$ cat src/rtl/fetch_controller_if.sv
// fetch_controller_if: run/stall/redirect control, instruction-memory handshake and fetch outputs.
interface fetch_controller_if;
   logic        run;
   logic        stall;
   logic        redirect;
   logic [31:0] redirect_addr;
   logic        mem_req;
   logic [31:0] mem_addr;
   logic        mem_ack;
   logic [31:0] mem_rdata;
   logic        inst_valid;
   logic [31:0] inst;
   logic [31:0] inst_pc;
   logic [31:0] pc;
   logic [31:0] fetch_count;
   logic        error;
   modport master (
      input  run, stall, redirect, redirect_addr, mem_ack, mem_rdata,
      output mem_req, mem_addr, inst_valid, inst, inst_pc, pc, fetch_count, error
   );
   modport slave (
      output run, stall, redirect, redirect_addr, mem_ack, mem_rdata,
      input  mem_req, mem_addr, inst_valid, inst, inst_pc, pc, fetch_count, error
   );
endinterface

$ cat src/rtl/fetch_controller.sv
// fetch_controller: single-outstanding instruction fetcher with stall hold, redirect and
// a sticky error trap for misaligned redirect targets.
module fetch_controller #(
   parameter logic [31:0] RESET_PC = 32'h00400020
) (
   input logic clock,
   input logic reset_n,
   fetch_controller_if.master bus
);
   typedef enum logic [1:0] {IDLE, FETCH, HOLD, ERROR} state_t;
   state_t      state;
   logic [31:0] pc;
   logic [31:0] inst;
   logic [31:0] inst_pc;
   logic [31:0] fetch_count;
   logic        mem_req;
   logic        inst_valid;
   logic        error;
   logic        misaligned;
   assign misaligned = |bus.redirect_addr[1:0];
   always_ff @(posedge clock) begin
      if (!reset_n) begin
         state       <= IDLE;
         pc          <= RESET_PC;
         inst        <= '0;
         inst_pc     <= '0;
         fetch_count <= '0;
         mem_req     <= 1'b0;
         inst_valid  <= 1'b0;
         error       <= 1'b0;
      end else if (state != ERROR) begin
         if (bus.redirect && misaligned) begin
            state      <= ERROR;
            error      <= 1'b1;
            mem_req    <= 1'b0;
            inst_valid <= 1'b0;
         end else if (bus.redirect) begin
            // A redirect mid-FETCH keeps the request up and simply retargets it.
            pc <= bus.redirect_addr;
            if (state != FETCH) begin
               inst_valid <= 1'b0;
               mem_req    <= bus.run;
               state      <= bus.run ? FETCH : IDLE;
            end
         end else begin
            case (state)
               IDLE: if (bus.run) begin
                  state   <= FETCH;
                  mem_req <= 1'b1;
               end
               FETCH: if (bus.mem_ack) begin
                  inst        <= bus.mem_rdata;
                  inst_pc     <= pc;
                  pc          <= pc + 32'd4;
                  fetch_count <= fetch_count + 32'd1;
                  mem_req     <= 1'b0;
                  inst_valid  <= 1'b1;
                  state       <= HOLD;
               end
               HOLD: if (!bus.stall) begin
                  inst_valid <= 1'b0;
                  mem_req    <= bus.run;
                  state      <= bus.run ? FETCH : IDLE;
               end
               default: ;
            endcase
         end
      end
   end
   assign bus.pc          = pc;
   assign bus.mem_addr    = pc;
   assign bus.mem_req     = mem_req;
   assign bus.inst_valid  = inst_valid;
   assign bus.inst        = inst;
   assign bus.inst_pc     = inst_pc;
   assign bus.fetch_count = fetch_count;
   assign bus.error       = error;
endmodule

$ cat src/flat_wrapper.sv
// flat-port wrapper written by rule: the top's interface ports become plain ports
module fetch_controller_flat 
#(
   parameter logic [31:0] RESET_PC = 32'h00400020
)
  (clock, reset_n, bus_run, bus_stall, bus_redirect, bus_redirect_addr, bus_mem_ack, bus_mem_rdata, bus_mem_req, bus_mem_addr, bus_inst_valid, bus_inst, bus_inst_pc, bus_pc, bus_fetch_count, bus_error);
  fetch_controller_if bus_i ();
  input logic clock;
  input logic reset_n;
  input wire logic [$bits(bus_i.run)-1:0] bus_run;
  input wire logic [$bits(bus_i.stall)-1:0] bus_stall;
  input wire logic [$bits(bus_i.redirect)-1:0] bus_redirect;
  input wire logic [$bits(bus_i.redirect_addr)-1:0] bus_redirect_addr;
  input wire logic [$bits(bus_i.mem_ack)-1:0] bus_mem_ack;
  input wire logic [$bits(bus_i.mem_rdata)-1:0] bus_mem_rdata;
  output wire logic [$bits(bus_i.mem_req)-1:0] bus_mem_req;
  output wire logic [$bits(bus_i.mem_addr)-1:0] bus_mem_addr;
  output wire logic [$bits(bus_i.inst_valid)-1:0] bus_inst_valid;
  output wire logic [$bits(bus_i.inst)-1:0] bus_inst;
  output wire logic [$bits(bus_i.inst_pc)-1:0] bus_inst_pc;
  output wire logic [$bits(bus_i.pc)-1:0] bus_pc;
  output wire logic [$bits(bus_i.fetch_count)-1:0] bus_fetch_count;
  output wire logic [$bits(bus_i.error)-1:0] bus_error;
  assign bus_i.run = bus_run;
  assign bus_i.stall = bus_stall;
  assign bus_i.redirect = bus_redirect;
  assign bus_i.redirect_addr = bus_redirect_addr;
  assign bus_i.mem_ack = bus_mem_ack;
  assign bus_i.mem_rdata = bus_mem_rdata;
  assign bus_mem_req = bus_i.mem_req;
  assign bus_mem_addr = bus_i.mem_addr;
  assign bus_inst_valid = bus_i.inst_valid;
  assign bus_inst = bus_i.inst;
  assign bus_inst_pc = bus_i.inst_pc;
  assign bus_pc = bus_i.pc;
  assign bus_fetch_count = bus_i.fetch_count;
  assign bus_error = bus_i.error;
  fetch_controller #(.RESET_PC(RESET_PC)) u_core (.clock(clock), .reset_n(reset_n), .bus(bus_i));
endmodule
$ cat config.mk
export PLATFORM = sky130hd
export DESIGN_NAME = fetch_controller_flat
export DESIGN_NICKNAME = d
export VERILOG_FILES = /design/src/rtl/fetch_controller_if.sv /design/src/rtl/fetch_controller.sv /design/src/flat_wrapper.sv
export SDC_FILE = /design/constraint.sdc
export NUM_CORES = 1
export LEC_CHECK = 0
export CELL_PAD_IN_SITES_DETAIL_PLACEMENT = 0
export CELL_PAD_IN_SITES_GLOBAL_PLACEMENT = 1
export CORE_MARGIN = 2
export CORE_UTILIZATION = 34
export CTS_CLUSTER_SIZE = 14
export DETAILED_ROUTE_END_ITERATION = 16
export GPL_TIMING_DRIVEN = 1
export PLACE_DENSITY = 0.84
export SKIP_LAST_GASP = 1
export SLEW_MARGIN = 30
export SYNTH_ARGS = -nofsm -noshare
export SYNTH_HDL_FRONTEND = slang
export SYNTH_SLANG_ARGS = --single-unit
$ cat constraint.sdc
create_clock -name clock -period 4.8 [get_ports clock]
set_clock_uncertainty 0.2 [all_clocks]
set_input_delay 0.72 -clock clock [delete_from_list [all_inputs] [get_ports clock]]
set_output_delay 0.72 -clock clock [all_outputs]
set_load 0.02 [all_outputs]
Cells by drive strength:
Drawn at 3 px/um.
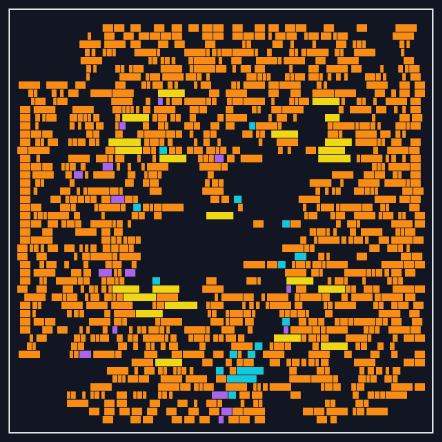
legend:
  yellow:
    size: drive 6 and up
    cells: 22
    share: 2.2%
  cyan:
    size: drive 3 to 4
    cells: 16
    share: 1.6%
  purple:
    size: drive 2
    cells: 15
    share: 1.5%
  orange:
    size: drive 1 or less
    cells: 945
    share: 95%

Sequential cells colored by netlist name:
Drawn at 3 px/um. Other sequential cells in the stronger gray, the rest of the logic in the fainter gray.
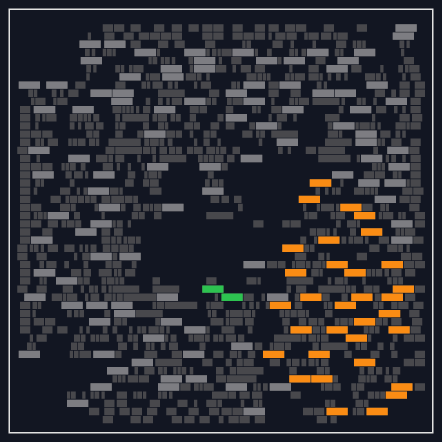
legend:
  orange:
    signal: u_core.bus.fetch_count
    placed_flops: 32
  green:
    signal: u_core.state
    placed_flops: 2
not colored: 99

Placement by cell class:
Drawn at 3 px/um.
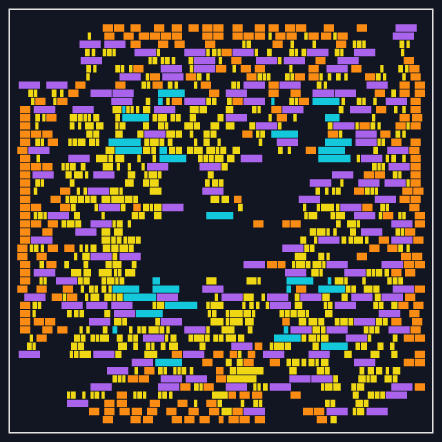
legend:
  cyan:
    class: clock drivers and dummy loads
    cells: 31
    share_of_their_area: 6.8%
  orange:
    class: other buffers and delay cells
    cells: 242
    share_of_their_area: 27%
  purple:
    class: flip-flops
    cells: 133
    share_of_their_area: 30%
  yellow:
    class: all other logic
    cells: 592
    share_of_their_area: 37%

Metal 3:
Drawn at 2 px/um.
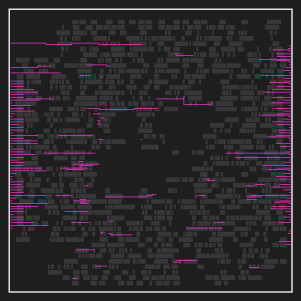
nets with wire on the layer: 161
longest straight run: 31.7 um
main direction: horizontal

Cell placement:
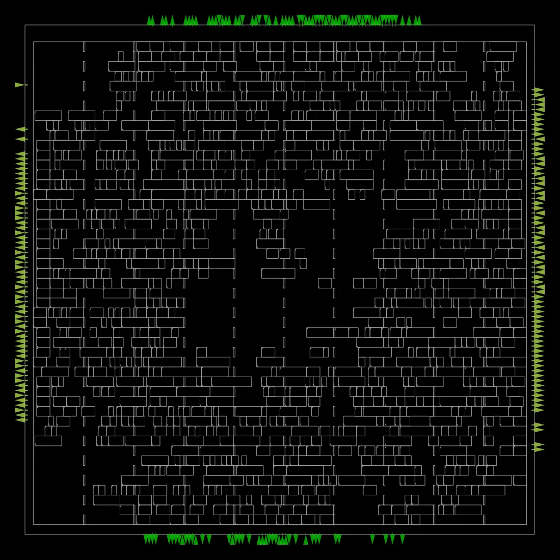
row count: 49
Well Taps: 229
total core area: 18,150 um2
filler cell count in the final layout: 1,745

==> flow_metrics.tcl <==
# yosys + openroad results
set metrics [dict create \
    post_synth_main_area_contributors "sky130_fd_sc_hd__dfxtp_1, sky130_fd_sc_hd__nand2_1, sky130_fd_sc_hd__a21oi_1, sky130_fd_sc_hd__buf_4, sky130_fd_sc_hd__clkbuf_1" \
    synthFlopType "sky130_fd_sc_hd__dfxtp_1" \
    yosys_warnings 0 \
    yosys_cells 816 \
    cts_setup_buffers 0 \
    most_crowded_layer_after_global_routing "met2" \
    setup_repair_after_global_routing_missed_its_margin "no" \
    post-route-min-period_ps 3021 \
    timing.final.max_slew_violations 0 \
    power_frac_seq_pct 39.8 \
    largest_net_degree_at_the_start_of_global_routing 85 \
    timing.critical_path.mode_cell "sky130_fd_sc_hd__nand2_1" \
    outcome "complete, no violations" \
    cts_tree "done" \
    worst-path-max-fanout 21 \
    die-area_um2 19780 \
    mostFrequentLayoutCell "sky130_fd_sc_hd__clkdlybuf4s50_1" \
    areaGrowthSynthToFinish_pct 45.00 \
    cts-buffers-inserted 17 \
    number_of_antenna_violating_nets_in_the_routed_design 0 \
    cp.arrival_ps 3140 \
    mappedNetlistNets 893 \
    synth.avg_cell_area_um2 7.779 \
    yosysTopAreaCellShare_pct 41.95 \
    placed_cell_area_um2 8598 \
    synthAdderAreaFrac_pct 1.380 \
    worst_setup_path_end_kind "flip-flop" \
    layout.nets 1063 \
]
==> per-layer routing <==
metal / up-vias / share of wire [%]
met2: 226 / 46
met4: 0 / 0.82
li1: 3214 / -
met1: 3010 / 46
met3: 14 / 6.9
met5: - / 0
==> state kept, by name (all words and copies together) (netlist names) <==
name and cells:
u_core.bus.inst 32, u_core.bus.inst_pc 32, u_core.bus.error 1, u_core.bus.mem_addr 32
u_core.bus.inst_valid 1, u_core.bus.mem_req 1, u_core.bus.fetch_count 32, u_core.state 2
==> layout make-up <==
class                      instances  area [um2]  share of cell area (%)
tap                              229       286.5                   3.113
sequential                       133        2663                   28.93
clock inverter                    10       155.1                   1.686
timing repair buffer             242        2392                   25.99
inverter                          15       58.81                  0.6389
multi-input combinational        577        3198                   34.75
clock buffer                      21       450.4                   4.894
==> cells by family (layout without fill, tap and decap cells) <==
| family | Yosys count | after routing |
|---|---|---|
| multiplexers | 6 | 6 |
| adder cells (fa/ha/maj) | 7 | 7 |
| AND-OR/OR-AND | 209 | 209 |
| flip-flops | 133 | 133 |
| AND/OR/NAND/NOR | 347 | 347 |
| XOR/XNOR | 8 | 8 |
| buffers and inverters | 106 | 288 |
==> Yosys cell counts, drive strengths merged (3+ instances only) <==
library cell,number
nor3,16
buf,41
mux2i,6
o22ai,3
nand3,30
xnor2,6
a22oi,4
and4,5
a32oi,4
a31oi,10
ha,7
a211oi,3
nand2,183
inv,14
clkbuf,50
o41ai,4
or4,18
nor4,9
a21oi,105
a21boi,5
and3,7
or3,16
o311ai,5
nor2,28
nand2b,6
o221ai,4
o21ai,23
o21a,3
nand4,21
dfxtp,133
o31ai,13
o211ai,3
==> worst max-delay path: cells and delay by family <==
family	cells	cell delay, ps
AOI/OAI and AO/OA	1	210
buffers and inverters	1	440
and+or+nand+nor	3	1750
==> metrics by stage <==
stage          hold WS (ps)  std cells  setup WS (ps)  util [%]
2_1_floorplan         270.9        816           2248         -
3_3_place_gp          241.5       1196           1402     47.35
3_5_place_dp          245.5       1196           1353     47.38
4_1_cts               253.6       1227           1798     50.72
5_1_grt               271.8       1227           1649     50.72
6_report              249.8       1227           1779     50.72
==> power groups by stage <==
stage / Clock, mW / Combinational (mW) / Sequential, mW
finish: 1.36 / 0.445 / 1.19
global route: 1.45 / 0.480 / 1.20
CTS: 1.39 / 0.449 / 1.19
detailed placement: 0 / 0.447 / 1.22
global placement: 0 / 0.446 / 1.22
floorplan: 0 / 0.213 / 1.25
==> worst paths after layout <==
check                        from                      end  slack (ps)  depth (start not counted)
max          bus_redirect_addr[1]  u_core.bus.mem_addr[23]        1780                          5
min           u_core.bus.inst[30]      u_core.bus.inst[30]         250                          2
max reg2reg       u_core.state[0]  u_core.bus.mem_addr[23]        1890                          5
min reg2reg   u_core.bus.inst[30]      u_core.bus.inst[30]         250                          2
Power is estimated from default activity; no workload was simulated.
